## src/rtl/chacha20_pkg.sv

```systemverilog
// chacha20_pkg
//   Shared constants, types and helpers for the ChaCha20 block core:
//   sigma constants, the 16x32-bit state type, the core state enum,
//   the quarter-round index tables for column/diagonal rounds, a 32-bit
//   rotate helper and the initial-state builder.
package chacha20_pkg;

   localparam logic [31:0] SIGMA0 = 32'h6170_7865;
   localparam logic [31:0] SIGMA1 = 32'h3320_646e;
   localparam logic [31:0] SIGMA2 = 32'h7962_2d32;
   localparam logic [31:0] SIGMA3 = 32'h6b20_6574;

   typedef logic [31:0] word_t;

   // Element i occupies bits [32*i+31:32*i], which is exactly the
   // keystream word layout, so the work bank can drive ks_data directly.
   typedef logic [15:0][31:0] state_t;

   typedef enum logic [1:0] {
      ST_IDLE   = 2'd0,
      ST_ROUND  = 2'd1,
      ST_FINAL  = 2'd2,
      ST_OUTPUT = 2'd3
   } core_state_t;

   // Slot {qr, lane}: qr selects one of the four quarter-round instances,
   // lane selects its a/b/c/d operand. Entry = state word index.
   // Column:   (0,4,8,12) (1,5,9,13) (2,6,10,14) (3,7,11,15)
   localparam logic [15:0][3:0] QR_COL_IDX = {
      4'd15, 4'd11, 4'd7,  4'd3,
      4'd14, 4'd10, 4'd6,  4'd2,
      4'd13, 4'd9,  4'd5,  4'd1,
      4'd12, 4'd8,  4'd4,  4'd0
   };

   // Diagonal: (0,5,10,15) (1,6,11,12) (2,7,8,13) (3,4,9,14)
   localparam logic [15:0][3:0] QR_DIAG_IDX = {
      4'd14, 4'd9,  4'd4,  4'd3,
      4'd13, 4'd8,  4'd7,  4'd2,
      4'd12, 4'd11, 4'd6,  4'd1,
      4'd15, 4'd10, 4'd5,  4'd0
   };

   function automatic logic [3:0] qr_index(input logic diag,
                                           input logic [1:0] qr,
                                           input logic [1:0] lane);
      logic [3:0] slot;
      slot = {qr, lane};
      if (diag) begin
         return QR_DIAG_IDX[slot];
      end else begin
         return QR_COL_IDX[slot];
      end
   endfunction

   // Rotate left by n (1..31); (0 - n) mod 32 is the matching right shift.
   function automatic word_t rotl32(input word_t x, input logic [4:0] n);
      return (x << n) | (x >> (5'd0 - n));
   endfunction

   function automatic state_t init_state(input logic [255:0] key,
                                         input logic [95:0]  nonce,
                                         input logic [31:0]  counter);
      state_t s;
      s     = 512'd0;
      s[0]  = SIGMA0;
      s[1]  = SIGMA1;
      s[2]  = SIGMA2;
      s[3]  = SIGMA3;
      for (int i = 0; i < 8; i++) begin
         s[4 + i] = key[32*i +: 32];
      end
      s[12] = counter;
      for (int j = 0; j < 3; j++) begin
         s[13 + j] = nonce[32*j +: 32];
      end
      return s;
   endfunction

endpackage

```

## src/rtl/chacha20_quarter_round.sv

```systemverilog
// chacha20_quarter_round
//   Purely combinational ChaCha20 quarter round on four 32-bit words.
// Ports:
//   a, b, c, d                  in  32  operand words
//   a_new, b_new, c_new, d_new  out 32  quarter-round result
module chacha20_quarter_round
   import chacha20_pkg::*;
(
   input  logic [31:0] a,
   input  logic [31:0] b,
   input  logic [31:0] c,
   input  logic [31:0] d,
   output logic [31:0] a_new,
   output logic [31:0] b_new,
   output logic [31:0] c_new,
   output logic [31:0] d_new
);

   logic [31:0] a1_s, b1_s, c1_s, d1_s;
   logic [31:0] a2_s, b2_s, c2_s, d2_s;

   // Two add-xor-rotate half steps: rotations 16/12 then 8/7.
   always_comb begin
      a1_s = a + b;
      d1_s = rotl32(d ^ a1_s, 5'd16);
      c1_s = c + d1_s;
      b1_s = rotl32(b ^ c1_s, 5'd12);
      a2_s = a1_s + b1_s;
      d2_s = rotl32(d1_s ^ a2_s, 5'd8);
      c2_s = c1_s + d2_s;
      b2_s = rotl32(b1_s ^ c2_s, 5'd7);
   end

   assign a_new = a2_s;
   assign b_new = b2_s;
   assign c_new = c2_s;
   assign d_new = d2_s;

endmodule

```

## src/rtl/chacha20_block_core.sv

```systemverilog
// chacha20_block_core
//   Iterative ChaCha20 block function: one round per cycle, then the final
//   feed-forward add, then a valid/ready hand-off of the 512-bit block.
//   Drives freeze to the upstream block counter so it advances exactly once
//   per delivered block (in the handshake cycle).
// Ports:
//   clk       in   1    clock
//   rst       in   1    asynchronous active-low reset
//   key       in   256  key, word i -> state word 4+i
//   nonce     in   96   nonce, word j -> state word 13+j
//   counter   in   32   block counter -> state word 12
//   start     in   1    request one block (honoured only in IDLE)
//   busy      out  1    high in ROUND, FINAL and OUTPUT
//   freeze    out  1    ~(ks_valid & ks_ready), holds the counter stage
//   ks_data   out  512  keystream block, word i at [32*i+31:32*i]
//   ks_valid  out  1    ks_data valid
//   ks_ready  in   1    downstream accepts ks_data
module chacha20_block_core
   import chacha20_pkg::*;
#(
   parameter int ROUNDS = 20
) (
   input  logic         clk,
   input  logic         rst,
   input  logic [255:0] key,
   input  logic [95:0]  nonce,
   input  logic [31:0]  counter,
   input  logic         start,
   output logic         busy,
   output logic         freeze,
   output logic [511:0] ks_data,
   output logic         ks_valid,
   input  logic         ks_ready
);

   localparam logic [4:0] LAST_ROUND = 5'(ROUNDS - 1);

   core_state_t state_r, state_next_s;
   logic [4:0]  round_r, round_next_s;
   state_t      init_r, init_next_s;
   state_t      work_r, work_next_s;
   logic        busy_r;
   logic        ks_valid_r;

   logic        diag_s;
   state_t      round_state_s;
   word_t       qa_s [4];
   word_t       qb_s [4];
   word_t       qc_s [4];
   word_t       qd_s [4];
   word_t       qa_new_s [4];
   word_t       qb_new_s [4];
   word_t       qc_new_s [4];
   word_t       qd_new_s [4];

   // Odd round indices are diagonal rounds, even ones column rounds.
   assign diag_s = round_r[0];

   // Route the four operand words of each quarter round out of the work bank.
   always_comb begin
      for (int q = 0; q < 4; q++) begin
         qa_s[q] = work_r[qr_index(diag_s, 2'(q), 2'd0)];
         qb_s[q] = work_r[qr_index(diag_s, 2'(q), 2'd1)];
         qc_s[q] = work_r[qr_index(diag_s, 2'(q), 2'd2)];
         qd_s[q] = work_r[qr_index(diag_s, 2'(q), 2'd3)];
      end
   end

   // The four quarter rounds of one round touch disjoint words, so they run
   // side by side on shared instances for both round types.
   for (genvar g = 0; g < 4; g++) begin : g_qr
      chacha20_quarter_round u_qr (
         .a     (qa_s[g]),
         .b     (qb_s[g]),
         .c     (qc_s[g]),
         .d     (qd_s[g]),
         .a_new (qa_new_s[g]),
         .b_new (qb_new_s[g]),
         .c_new (qc_new_s[g]),
         .d_new (qd_new_s[g])
      );
   end

   // Scatter the quarter-round results back into their state positions.
   always_comb begin
      round_state_s = work_r;
      for (int q = 0; q < 4; q++) begin
         round_state_s[qr_index(diag_s, 2'(q), 2'd0)] = qa_new_s[q];
         round_state_s[qr_index(diag_s, 2'(q), 2'd1)] = qb_new_s[q];
         round_state_s[qr_index(diag_s, 2'(q), 2'd2)] = qc_new_s[q];
         round_state_s[qr_index(diag_s, 2'(q), 2'd3)] = qd_new_s[q];
      end
   end

   // Next-state and datapath control for IDLE -> ROUND -> FINAL -> OUTPUT.
   always_comb begin
      state_next_s = state_r;
      round_next_s = round_r;
      init_next_s  = init_r;
      work_next_s  = work_r;
      case (state_r)
         ST_IDLE: begin
            if (start) begin
               init_next_s  = init_state(key, nonce, counter);
               work_next_s  = init_state(key, nonce, counter);
               round_next_s = 5'd0;
               state_next_s = ST_ROUND;
            end else begin
               state_next_s = ST_IDLE;
            end
         end
         ST_ROUND: begin
            work_next_s  = round_state_s;
            round_next_s = round_r + 5'd1;
            if (round_r == LAST_ROUND) begin
               state_next_s = ST_FINAL;
            end else begin
               state_next_s = ST_ROUND;
            end
         end
         ST_FINAL: begin
            for (int i = 0; i < 16; i++) begin
               work_next_s[i] = work_r[i] + init_r[i];
            end
            state_next_s = ST_OUTPUT;
         end
         ST_OUTPUT: begin
            // start is deliberately not looked at here, even on the
            // handshake cycle; a new request must arrive in IDLE.
            if (ks_ready) begin
               state_next_s = ST_IDLE;
            end else begin
               state_next_s = ST_OUTPUT;
            end
         end
         default: begin
            state_next_s = ST_IDLE;
         end
      endcase
   end

   // State, round index, register banks and registered status outputs.
   always_ff @(posedge clk or negedge rst) begin
      if (!rst) begin
         state_r    <= ST_IDLE;
         round_r    <= 5'd0;
         init_r     <= 512'd0;
         work_r     <= 512'd0;
         busy_r     <= 1'b0;
         ks_valid_r <= 1'b0;
      end else begin
         state_r    <= state_next_s;
         round_r    <= round_next_s;
         init_r     <= init_next_s;
         work_r     <= work_next_s;
         busy_r     <= (state_next_s != ST_IDLE);
         ks_valid_r <= (state_next_s == ST_OUTPUT);
      end
   end

   // The work bank holds the finished block from FINAL until the handshake.
   assign ks_data  = work_r;
   assign ks_valid = ks_valid_r;
   assign busy     = busy_r;
   assign freeze   = ~(ks_valid_r & ks_ready);

endmodule

```

## config.mk

```make
export PLATFORM = sky130hd
export DESIGN_NAME = chacha20_block_core
export DESIGN_NICKNAME = d
export VERILOG_FILES = /design/src/rtl/chacha20_pkg.sv /design/src/rtl/chacha20_quarter_round.sv /design/src/rtl/chacha20_block_core.sv
export SDC_FILE = /design/constraint.sdc
export NUM_CORES = 2
export LEC_CHECK = 0
export CAP_MARGIN = 20
export CORE_MARGIN = 3
export CORE_UTILIZATION = 35
export CTS_BUF_LIST = sky130_fd_sc_hd__clkbuf_4 sky130_fd_sc_hd__clkbuf_8 sky130_fd_sc_hd__clkbuf_16
export DETAILED_ROUTE_END_ITERATION = 8
export PLACE_DENSITY = 0.56
export SYNTH_ARGS = -nofsm -noshare
export SYNTH_HDL_FRONTEND = slang
export SYNTH_SLANG_ARGS = --single-unit
```

## constraint.sdc

```tcl
create_clock -name clk -period 36 [get_ports clk]
set_input_delay 3.6 -clock clk [delete_from_list [all_inputs] [get_ports clk]]
set_output_delay 3.6 -clock clk [all_outputs]
set_load 0.05 [all_outputs]
```

==> images/cell_classes.png <==
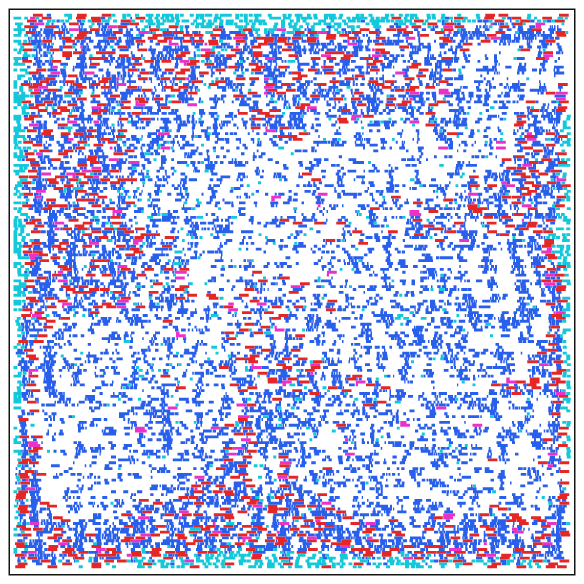
color	class	cells
magenta	clock drivers and dummy loads	222
red	flops	906
cyan	other buffers and delay cells	1306
blue	all other logic	9979
num rows: 192
sequential share of cell area: 0.194

==> images/clock_map.png <==
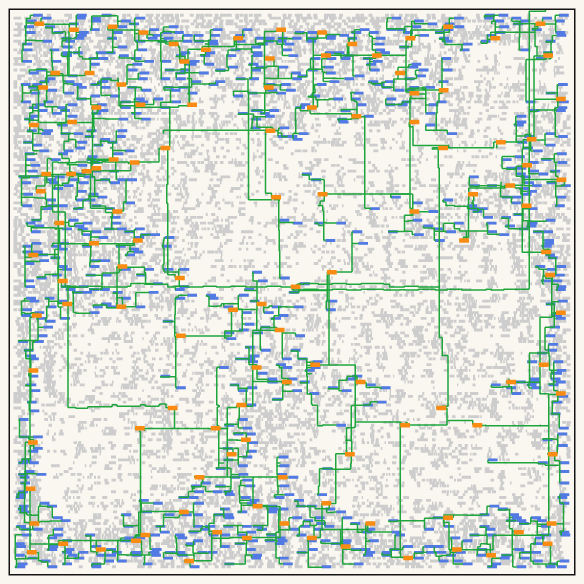
[blue] flip-flops | count: 906
[green] clock wires | length: 18200 um
[orange] cells driving clock nets | count: 123
routed clock nets	124
Clock Latency Late Sink: 1050 ps

==> reports/metrics.cfg <==
[run_status]
status=finished, final reports clean

[clock_network]
cts_resized=0
cts-root-buf=clkbuf_16
cts_setup_buffers=0
path_clk_slew_ps=70
clock_path_buffers=4
ctsHoldBuffers=0
numCtsBuffers=123

[die]
ios=903
die_y_um=531
dieArea_mm2=0.282
tap_cells=3686
fp_util=0.352
die_x_um=531

[critical_path]
slowest_delay_ps=980
cp_common_cell=a21oi_1
r2r-start=round_r[0]$_DFFE_PN0P_
endpoint=ks_data[197]$_DFFE_PN0P_
path_class=reg2reg
cp.depth=66
slowest_stage=xor2_1
worstPathMaxFanout=47

[timing]
finalCritPeriodShare=0.577
rsz0062_at_grt=false
tightest_slew_ps=1410
hold_viol_final=0
skew_ps=159
fmax_ghz=0.0481
slew_violations=0
setup_tns_ps=0
finalSetupViolations=0

[global_routing]
use_met3=0.212
grtUsageMet2=0.679
antenna_found_initial=123
overflow=0
grtUsageMet1=0.602
grt_start_max_net_pins=135
grt_pass1_wl_um=944000

[cells_and_area]
inverters=418
layout-drive-gt1-share=0.122
regArea_mm2=0.0227
largest_reg_flops=512
fillers=27223
comb_area_mm2=0.0714
post-route-util=0.427
final_area_mm2=0.117
diodes=82
clkCellAreaFrac=0.0363
flops=906
fin_nets=13658

[synthesis]
edf_count=0
seq_area_frac_synth=0.235
ys_sh_simple=0.136
async_flop_share=1.00
syn-cell-area_mm2=0.0965
yosysCellCount=11377
avgSynthCellArea_um2=8.49
fa_ha_area_frac=0.126
topCellsByArea=dfrtp_1 (23%), ha_1 (12%), xnor2_1 (7.9%)
ys_types=109
logic_family=AND-OR/OR-AND gates
ys_chip_area_mm2=0.0965
synth_flops=906
yosysTopAreaCell=dfrtp_1
top_cells_by_count=ha_1 (925), a21oi_1 (915), dfrtp_1 (906)
yosys_warnings=0
ys.flop_type=dfrtp_1
yosysMostFrequentCell=ha_1

[detailed_routing]
drtPass1Iterations=8
top_layer_used=met5
viasPerCell=6.64
wl_met2_um=285000
ant_nets=0
drtIter0Drc=15741

[worst_hold_path]
holdPathEnd=init_r[242]$_DFFE_PN0P_
holdPathStages=2
hold_class=reg2reg
worstHoldStart=init_r[242]$_DFFE_PN0P_

[placement]
hpwl_um=611000
port_buffers=902
finalWeightedCongestion=1.19

==> images/metal_stack.png <==
Only two layers are drawn.
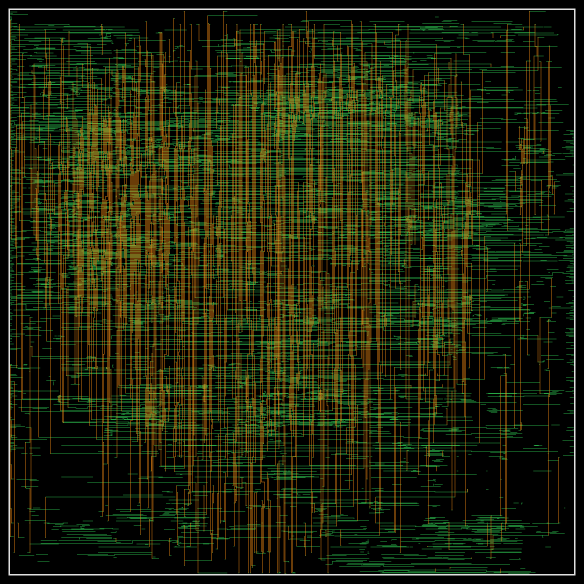
color	layer	wire length
green	met3	94.1 mm
orange	met4	79.0 mm
Via Count: 107371
routed wire length: 734000 um
WL per Instance: 45.4 um
GR Util All Layers: 0.502

placed cells by master (no fill, tap or decap), drive strengths merged, types with 418 or more instances in the layout:
cell type / count
ha: 925
dfrtp: 906
o21ai: 753
nand2: 861
clkdlybuf4s50: 901
mux2: 627
nor2: 857
xor2: 496
a21oi: 916
xnor2: 874
inv: 418
tightest hold or removal path, cell delays in order (launching register included):
cell and delay [ps]:
dfrtp_1 350, nand2_1 50, o21ai_0 60
through the flow:
stage	instances
after floorplan	11377
after detailed placement	15845
after global routing	16108
final	16181
after global placement	15806
after CTS	16067
